===== src/rtl/ntru_hrss_pkg.sv =====
// Shared constants and types for the NTRU-HRSS Rq0 datapath.
package ntru_hrss_pkg;

   localparam int N        = 701;
   localparam int LOGQ     = 13;
   localparam int NBYTES   = 1138;
   localparam int PAD_BITS = 4;

   localparam logic [LOGQ-1:0] Q_MASK = '1;

   typedef logic [LOGQ-1:0] coef_t;

   typedef enum logic {
      RUN,
      LAST
   } state_t;

endpackage


===== src/rtl/unpack_rq0_stream_bitrev8.sv =====
// Combinational byte bit-order reversal; frame bytes are packed MSB-first.
module unpack_rq0_stream_bitrev8 (
   input  logic [7:0] din,
   output logic [7:0] dout
);

   always_comb begin
      for (int i = 0; i < 8; i++) begin
         dout[i] = din[7-i];
      end
   end

endmodule


===== src/rtl/unpack_rq0_stream.sv =====
// Byte-serial unpacker for 13-bit Rq0 ciphertext frames; the final coefficient
// is rebuilt as the negated running sum because Rq0 elements sum to zero.
module unpack_rq0_stream
   import ntru_hrss_pkg::*;
(
   input  logic        clk,
   input  logic        rst_n,
   input  logic        in_valid,
   output logic        in_ready,
   input  logic [7:0]  in_byte,
   output logic        coef_valid,
   input  logic        coef_ready,
   output logic [12:0] coef_data,
   output logic [9:0]  coef_idx,
   output logic        coef_last,
   output logic        fmt_err,
   output logic        frame_done
);

   state_t      state, state_next;
   logic [19:0] bitbuf;
   logic [4:0]  fill;
   logic [10:0] byte_cnt;
   coef_t       sum;
   logic [7:0]  rev_byte;
   logic        byte_acc, coef_acc;

   unpack_rq0_stream_bitrev8 u_bitrev (
      .din  (in_byte),
      .dout (rev_byte)
   );

   // Outputs are decoded purely from registers; handshakes only steer the next state.
   always_comb begin
      state_next = state;
      in_ready   = 1'b0;
      coef_valid = 1'b0;
      coef_data  = '0;
      coef_last  = 1'b0;
      case (state)
         RUN: begin
            in_ready   = (fill < 5'(LOGQ)) && (byte_cnt < 11'(NBYTES));
            coef_valid = (fill >= 5'(LOGQ));
            coef_data  = bitbuf[LOGQ-1:0];
            if (coef_valid && coef_ready && (coef_idx == 10'(N-2))) begin
               state_next = LAST;
            end
         end
         LAST: begin
            coef_valid = 1'b1;
            coef_data  = Q_MASK & (~sum + coef_t'(1));
            coef_last  = 1'b1;
            if (coef_ready) begin
               state_next = RUN;
            end
         end
         default: state_next = RUN;
      endcase
   end

   assign byte_acc = in_valid && in_ready;
   assign coef_acc = coef_valid && coef_ready;

   // Accept and emit never coincide, since one needs fill < 13 and the other fill >= 13.
   // Taking coefficient 699 leaves exactly the 4 pad bits at the bottom of bitbuf.
   always_ff @(posedge clk) begin
      if (!rst_n) begin
         state      <= RUN;
         bitbuf     <= '0;
         fill       <= '0;
         byte_cnt   <= '0;
         coef_idx   <= '0;
         sum        <= '0;
         fmt_err    <= 1'b0;
         frame_done <= 1'b0;
      end else begin
         state      <= state_next;
         frame_done <= 1'b0;
         if (state == LAST) begin
            if (coef_ready) begin
               bitbuf     <= '0;
               fill       <= '0;
               byte_cnt   <= '0;
               coef_idx   <= '0;
               sum        <= '0;
               fmt_err    <= 1'b0;
               frame_done <= 1'b1;
            end
         end else if (byte_acc) begin
            bitbuf   <= bitbuf | ({12'd0, rev_byte} << fill);
            fill     <= fill + 5'd8;
            byte_cnt <= byte_cnt + 11'd1;
         end else if (coef_acc) begin
            bitbuf   <= bitbuf >> LOGQ;
            fill     <= fill - 5'(LOGQ);
            sum      <= sum + coef_data;
            coef_idx <= coef_idx + 10'd1;
            if (coef_idx == 10'(N-2)) begin
               fmt_err <= (bitbuf[LOGQ +: PAD_BITS] != '0);
            end
         end
      end
   end

endmodule

===== config.mk =====
export PLATFORM = sky130hd
export DESIGN_NAME = unpack_rq0_stream
export DESIGN_NICKNAME = d
export VERILOG_FILES = /design/src/rtl/ntru_hrss_pkg.sv /design/src/rtl/unpack_rq0_stream_bitrev8.sv /design/src/rtl/unpack_rq0_stream.sv
export SDC_FILE = /design/constraint.sdc
export NUM_CORES = 1
export LEC_CHECK = 0
export ABC_AREA = 1
export CAP_MARGIN = 10
export CORE_ASPECT_RATIO = 0.8
export CORE_MARGIN = 2
export CORE_UTILIZATION = 40
export CTS_CLUSTER_SIZE = 20
export DETAILED_ROUTE_END_ITERATION = 16
export PLACE_DENSITY = 0.7
export SLEW_MARGIN = 20
export SYNTH_ARGS = -nofsm -noshare
export SYNTH_HDL_FRONTEND = slang
export SYNTH_SLANG_ARGS = --single-unit

===== constraint.sdc =====
create_clock -name clk -period 2.5 [get_ports clk]
set_input_delay 0.5 -clock clk [delete_from_list [all_inputs] [get_ports clk]]
set_output_delay 0.5 -clock clk [all_outputs]
set_load 0.02 [all_outputs]

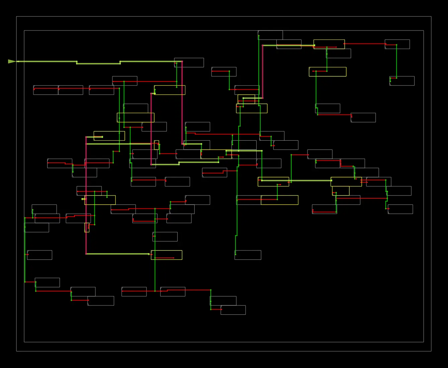
(run_1/clocks.png)
flop count: 62
Inserted Clock Buffers: 9
clk ins delay skew pair: 340 ps
CTS Sinks: 62
Clock net power: 1.48 mW

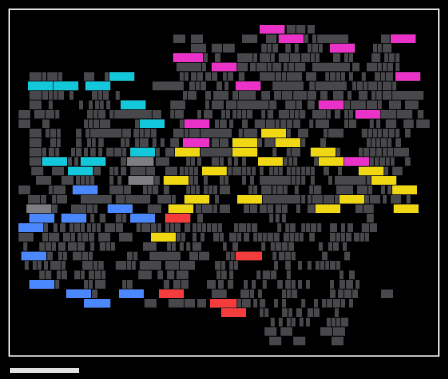
(run_1/flops_by_reg.png)
Bar = 20 µm.
Key: cyan = `coef_idx` [placed flops 10]; magenta = `sum` [placed flops 13]; blue = `byte_cnt` [placed flops 11]; red = `fill` [placed flops 5, where bottom centre]; yellow = `bitbuf` [placed flops 20]
Another 3 sequential cells are not coloured.
Power Sequential: 1.07 mW
register area: 0.00125 mm²
fin util: 0.516

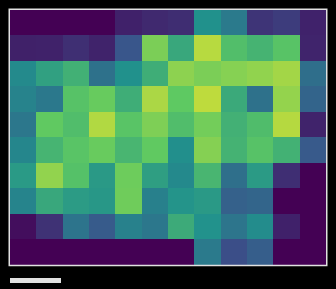
(run_1/cell_density.png)
Bar = 20 µm. 12 x 10 tiles, from dark purple (low) to yellow (high), 0 to 100% covered.
The densest ninth of the die: centre. 14% of the tiles are nearly empty. The fullest tile reaches 90%. 18% of the tiles are over 75% full.
Core ar.: 0.0110 mm²
Core Util at FP: 0.415

==> results.json, run 1 <==
{
  "syn_area_mm2": 0.00455,
  "postLayoutSetupSlackWorst_ps": 105,
  "ys.flop_type": "dfxtp_1",
  "wl_um": 12400,
  "status": "finished, final reports clean",
  "grt-ovfl-total": 0,
  "yosys-stat-cells": 719,
  "drtIter0Drc": 230,
  "ys_seq_frac": 0.273,
  "placementRows": 34,
  "ctsHoldBuffers": 0,
  "grt_max_degree": 22,
  "powerDensity_mw_per_mm2": 598,
  "place_congestion": 0.918,
  "grt-busiest-layer": "met2",
  "fmax_mhz": 418,
  "worstSetupPathType": "flip-flop to flip-flop",
  "mux_area_frac": 0,
  "area_growth_pct": 24.4,
  "grtUsageTotal": 0.211,
  "clk_pin_slew_ps": 50,
  "wl_per_cell_um": 13.5,
  "syn-num-nets": 750,
  "sequentialPowerShare": 0.317,
  "ys_area_mm2": 0.00455,
  "die_y_um": 99.4,
  "use_met1": 0.280,
  "edf_count": 0,
  "port_buffers": 39,
  "drive_gt1_frac": 0.170,
  "p_switching_mw": 1.01,
  "clockRootBuffer": "clkbuf_16",
  "die_area_mm2": 0.0122,
  "maxCapViolCount": 0,
  "post-place-ws_ps": -61.7
}
-- run 1: critical path: stages, from the launching register on --
cell and delay [ps]:
dfxtp_4 360, inv_2 80, ha_4 140, nand2_2 90, buf_4 160, nor2_2 80
xor2_1 150, o21ai_1 120, ha_1 390, nand2_1 110, o21ai_1 170, a21oi_2 70
o21bai_1 190, nand2_1 70, nand2_1 70, o21ai_1 50
-- run 1: synth_stat cells, types with 3 or more instances --
cell      instances  share of area
buf_6             3         0.0074
nand3_1          74          0.081
nand2_1         207           0.17
o22ai_1           5         0.0069
nor2_4            3         0.0074
a21oi_1          39          0.043
xnor2_1           8          0.015
o21ai_0          30          0.033
ha_1             18          0.050
buf_4             4         0.0066
nand3_2           3         0.0066
dfxtp_1          62           0.27
nand2_4           5          0.012
clkbuf_1         10         0.0083
nor3_1           11          0.012
nand2_2          14          0.019
inv_2             4         0.0033
xor2_1           12          0.023
buf_2             7         0.0077
a21oi_2          10          0.019
o21ai_1          10          0.011
nor2_1           66          0.054
buf_1             3         0.0025
inv_1            76          0.063
nand4_1           9          0.012
-- run 1: routing by layer --
layer,wire length (µm),up-vias
met5,0,-
met4,250,0
met3,789,28
met2,5560,158
met1,5770,2216
li1,-,2425
-- run 1: flip-flops by register name, indices dropped and copies added (netlist names) --
name / cells
fill: 5
state: 1
byte_cnt: 11
bitbuf: 20
frame_done: 1
sum: 13
coef_idx: 10
fmt_err: 1
-- run 1: placed cells by master, fill, tap and decap left out, drive strengths merged, types with 3 or more instances in the layout --
| master | n |
|---|---|
| nand2 | 227 |
| inv | 81 |
| nand3 | 78 |
| nor2 | 69 |
| dfxtp | 62 |
| a21oi | 49 |
| o21ai | 40 |
| clkdlybuf4s50 | 27 |
| buf | 27 |
| ha | 18 |
| clkbuf | 16 |
| xor2 | 12 |
| nor3 | 11 |
| nand4 | 9 |
| xnor2 | 8 |
| o22ai | 5 |
| bufinv | 3 |
| clkdlybuf4s15 | 3 |
| dlymetal6s2s | 3 |
-- run 1: worst paths after layout --
kind / startpoint / end / slack (ps) / depth (start not counted)
setup / recovery: sum[1]$_SDFFE_PN0P_ / sum[9]$_SDFFE_PN0P_ / 100 / 15
hold / removal: bitbuf[8]$_SDFFE_PN0P_ / bitbuf[8]$_SDFFE_PN0P_ / 450 / 2
setup reg to reg: sum[1]$_SDFFE_PN0P_ / sum[9]$_SDFFE_PN0P_ / 100 / 15
hold reg to reg: bitbuf[8]$_SDFFE_PN0P_ / bitbuf[8]$_SDFFE_PN0P_ / 450 / 2
-- run 1: cell type report --
cell class	instances	area, µm²
fillers	1067	5320
inverters	82	313
clock inverters	3	90.1
well taps	144	180
clock buffers	13	260
flip-flops and latches	62	1250
multi-input cells	547	2990
repair buffers	65	574
-- run 1: per-stage QoR --
step	hold slack, ps	TNS [ps]
final	448	0
after detailed placement	445	-184
after CTS	453	0
after floorplan	430	-26.2
after global routing	479	-135
after global placement	443	0
-- run 1: kinds of logic (layout without fill, tap and decap cells) --
group,after synthesis,count (layout)
AOI/OAI and AO/OA,105,105
xor gates and xnor gates,20,20
adders and majority gates,19,19
buffers and inverters,110,163
DFF,62,62
and+or+nand+nor,403,403
==> run 2, diff against run 1 <==
Settings changed: CORE_MARGIN 2 to 1.5, SLEW_MARGIN 20 to unset.
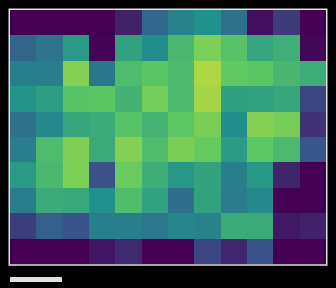
(run_2/cell_density.png)
Bar = 20 µm. 12 x 10 tiles, from dark purple (low) to yellow (high), 0 to 100% covered.
14% of the tiles are nearly empty. The densest ninth of the die: centre. The mean over all tiles is 45%.
fin util: 0.510

==> run 2 against run 1 <==
Net effect:
- clock skew up 5.3 ps
- power down 10%
- clock power down 23%
- first-iteration DRC count up 10%
- utilization down 0.58 points
- via count down 2.3%
- critical path type is now flip-flop to primary output
- critical endpoint is now coef_data[6]
- largest cell class unchanged
- highest routed layer unchanged
==> results.json, run 2 <==
{
  "clk_latency_ps": 340,
  "grt_max_degree": 22,
  "area_growth_pct": 23.0,
  "top_cell_area_share": 0.273,
  "grt-ovfl-total": 0,
  "seqCellArea_mm2": 0.00125,
  "ctsHoldBuffers": 0,
  "whs_path_depth": 2,
  "die_y_um": 98.4,
  "final_common_cell": "nand2_1",
  "mi_logic_area_mm2": 0.00302,
  "syn-num-nets": 750,
  "hp-start": "bitbuf[8]$_SDFFE_PN0P_",
  "timing.rr.end": "sum[12]$_SDFFE_PN0P_",
  "die_area_mm2": 0.0120,
  "path_cells": "inv_1 -> ha_1 -> nand2_2 -> nor2_2 -> xor2_1 -> o21ai_2 -> dlygate4sd2_1",
  "layout_top_registers": "bitbuf: 20 flops, sum: 13 flops, byte_cnt: 11 flops",
  "drive_gt1_frac": 0.162,
  "top_area_cell": "dfxtp_1",
  "ys_seq_frac": 0.273,
  "crit_slowest_cell": "dfxtp_2",
  "placementRows": 34,
  "cts_sinks": 62,
  "largest_reg_flops": 20,
  "ys.flop_type": "dfxtp_1",
  "fp_util": 0.415,
  "maxCapViolCount": 0,
  "clk_pin_slew_ps": 50,
  "yosys-stat-cells": 719,
  "place_congestion": 0.878,
  "reg2reg_from": "sum[6]$_SDFFE_PN0P_",
  "status": "finished, final reports clean"
}
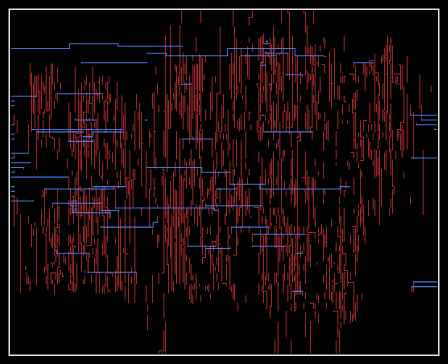
(run_2/wires.png)
Only two layers are drawn.
Key: red = metal 2 [wire length 5400 µm]; blue = metal 3 [wire length 620 µm]
vias: 4717
Global Route Usage Sum: 0.214
final wirelength: 12100 µm
WL per Instance: 13.3 µm

[run 2: cell counts after synthesis]
Identical to the previous run, type by type.
[run 2: timing repair]
action / 4_1_cts / 5_1_grt
setup buffers: 0 / 4
resized: 22 / 47
pin swaps: 0 / 6
setup endpoints to repair: 15 / 20
[run 2: cells by family (layout without fill, tap and decap cells)]
family,Yosys count,in the layout,synth area share
fa+ha+maj,19,19,0.0539
xor+xnor,20,20,0.0385
flops,62,62,0.273
compound gates,105,105,0.131
simple gates,403,403,0.398
buf+inv,110,163,0.106
[run 2: layer usage]
metal,up-vias,GRT usage,part of all wire
li1,2419,-,-
met1,2174,0.300,0.50
met2,111,0.333,0.44
met3,13,0.0572,0.051
met4,0,0.0411,0.0090
met5,-,0,0
[run 2: how the worst max path moves through the flow]
stage                              from                   end  slack [ps]
floorplan              state$_SDFF_PN0_  sum[10]$_SDFFE_PN0P_         -30
global placement    sum[1]$_SDFFE_PN0P_         coef_data[10]          40
detailed placement  sum[1]$_SDFFE_PN0P_         coef_data[11]         -80
CTS                 sum[1]$_SDFFE_PN0P_          coef_data[9]          10
global route        sum[0]$_SDFFE_PN0P_  sum[10]$_SDFFE_PN0P_         -40
finish              sum[1]$_SDFFE_PN0P_          coef_data[6]         120
[run 2: through the flow]
| stage | cell area (µm²) | cells | setup TNS [ps] | worst slack [ps] | total power, mW |
|---|---|---|---|---|---|
| after floorplan | 4580 | 719 | -26.2 | -26.2 | 1.66 |
| after global placement | 5150 | 897 | 0 | 35.7 | 1.86 |
| final | 5600 | 916 | 0 | 124 | 3.04 |
| after detailed placement | 5150 | 897 | -249 | -82.7 | 1.87 |
| after global routing | 5600 | 916 | -70.4 | -41.1 | 3.21 |
| after CTS | 5420 | 912 | 0 | 10.0 | 3.02 |
[run 2: worst max-delay path, delay by kind of cell, from the launching register on]
family	cells	cell delay (ps)
flops	1	360
compound gates	1	200
fa+ha+maj	1	200
simple gates	2	190
buf+inv	2	430
xor+xnor	1	150
[run 2: where the power goes]
group	leakage, nW	total (mW)	switching (mW)	internal (mW)
Combinational	1.85	0.823	0.521	0.302
Sequential	0.505	1.07	0.0319	1.04
Clock	0.129	1.14	0.452	0.692
[run 2: final cells by class]
cell class / instances / share of cell area
Sequential cell: 62 / 0.223
Clock inverter: 3 / 0.00380
Clock buffer: 12 / 0.0440
Multi-Input combinational cell: 547 / 0.539
Inverter: 82 / 0.0559
Timing Repair Buffer: 66 / 0.103
Tap cell: 144 / 0.0322
Power figures rest on the tool's default switching activity, not on a simulated workload.
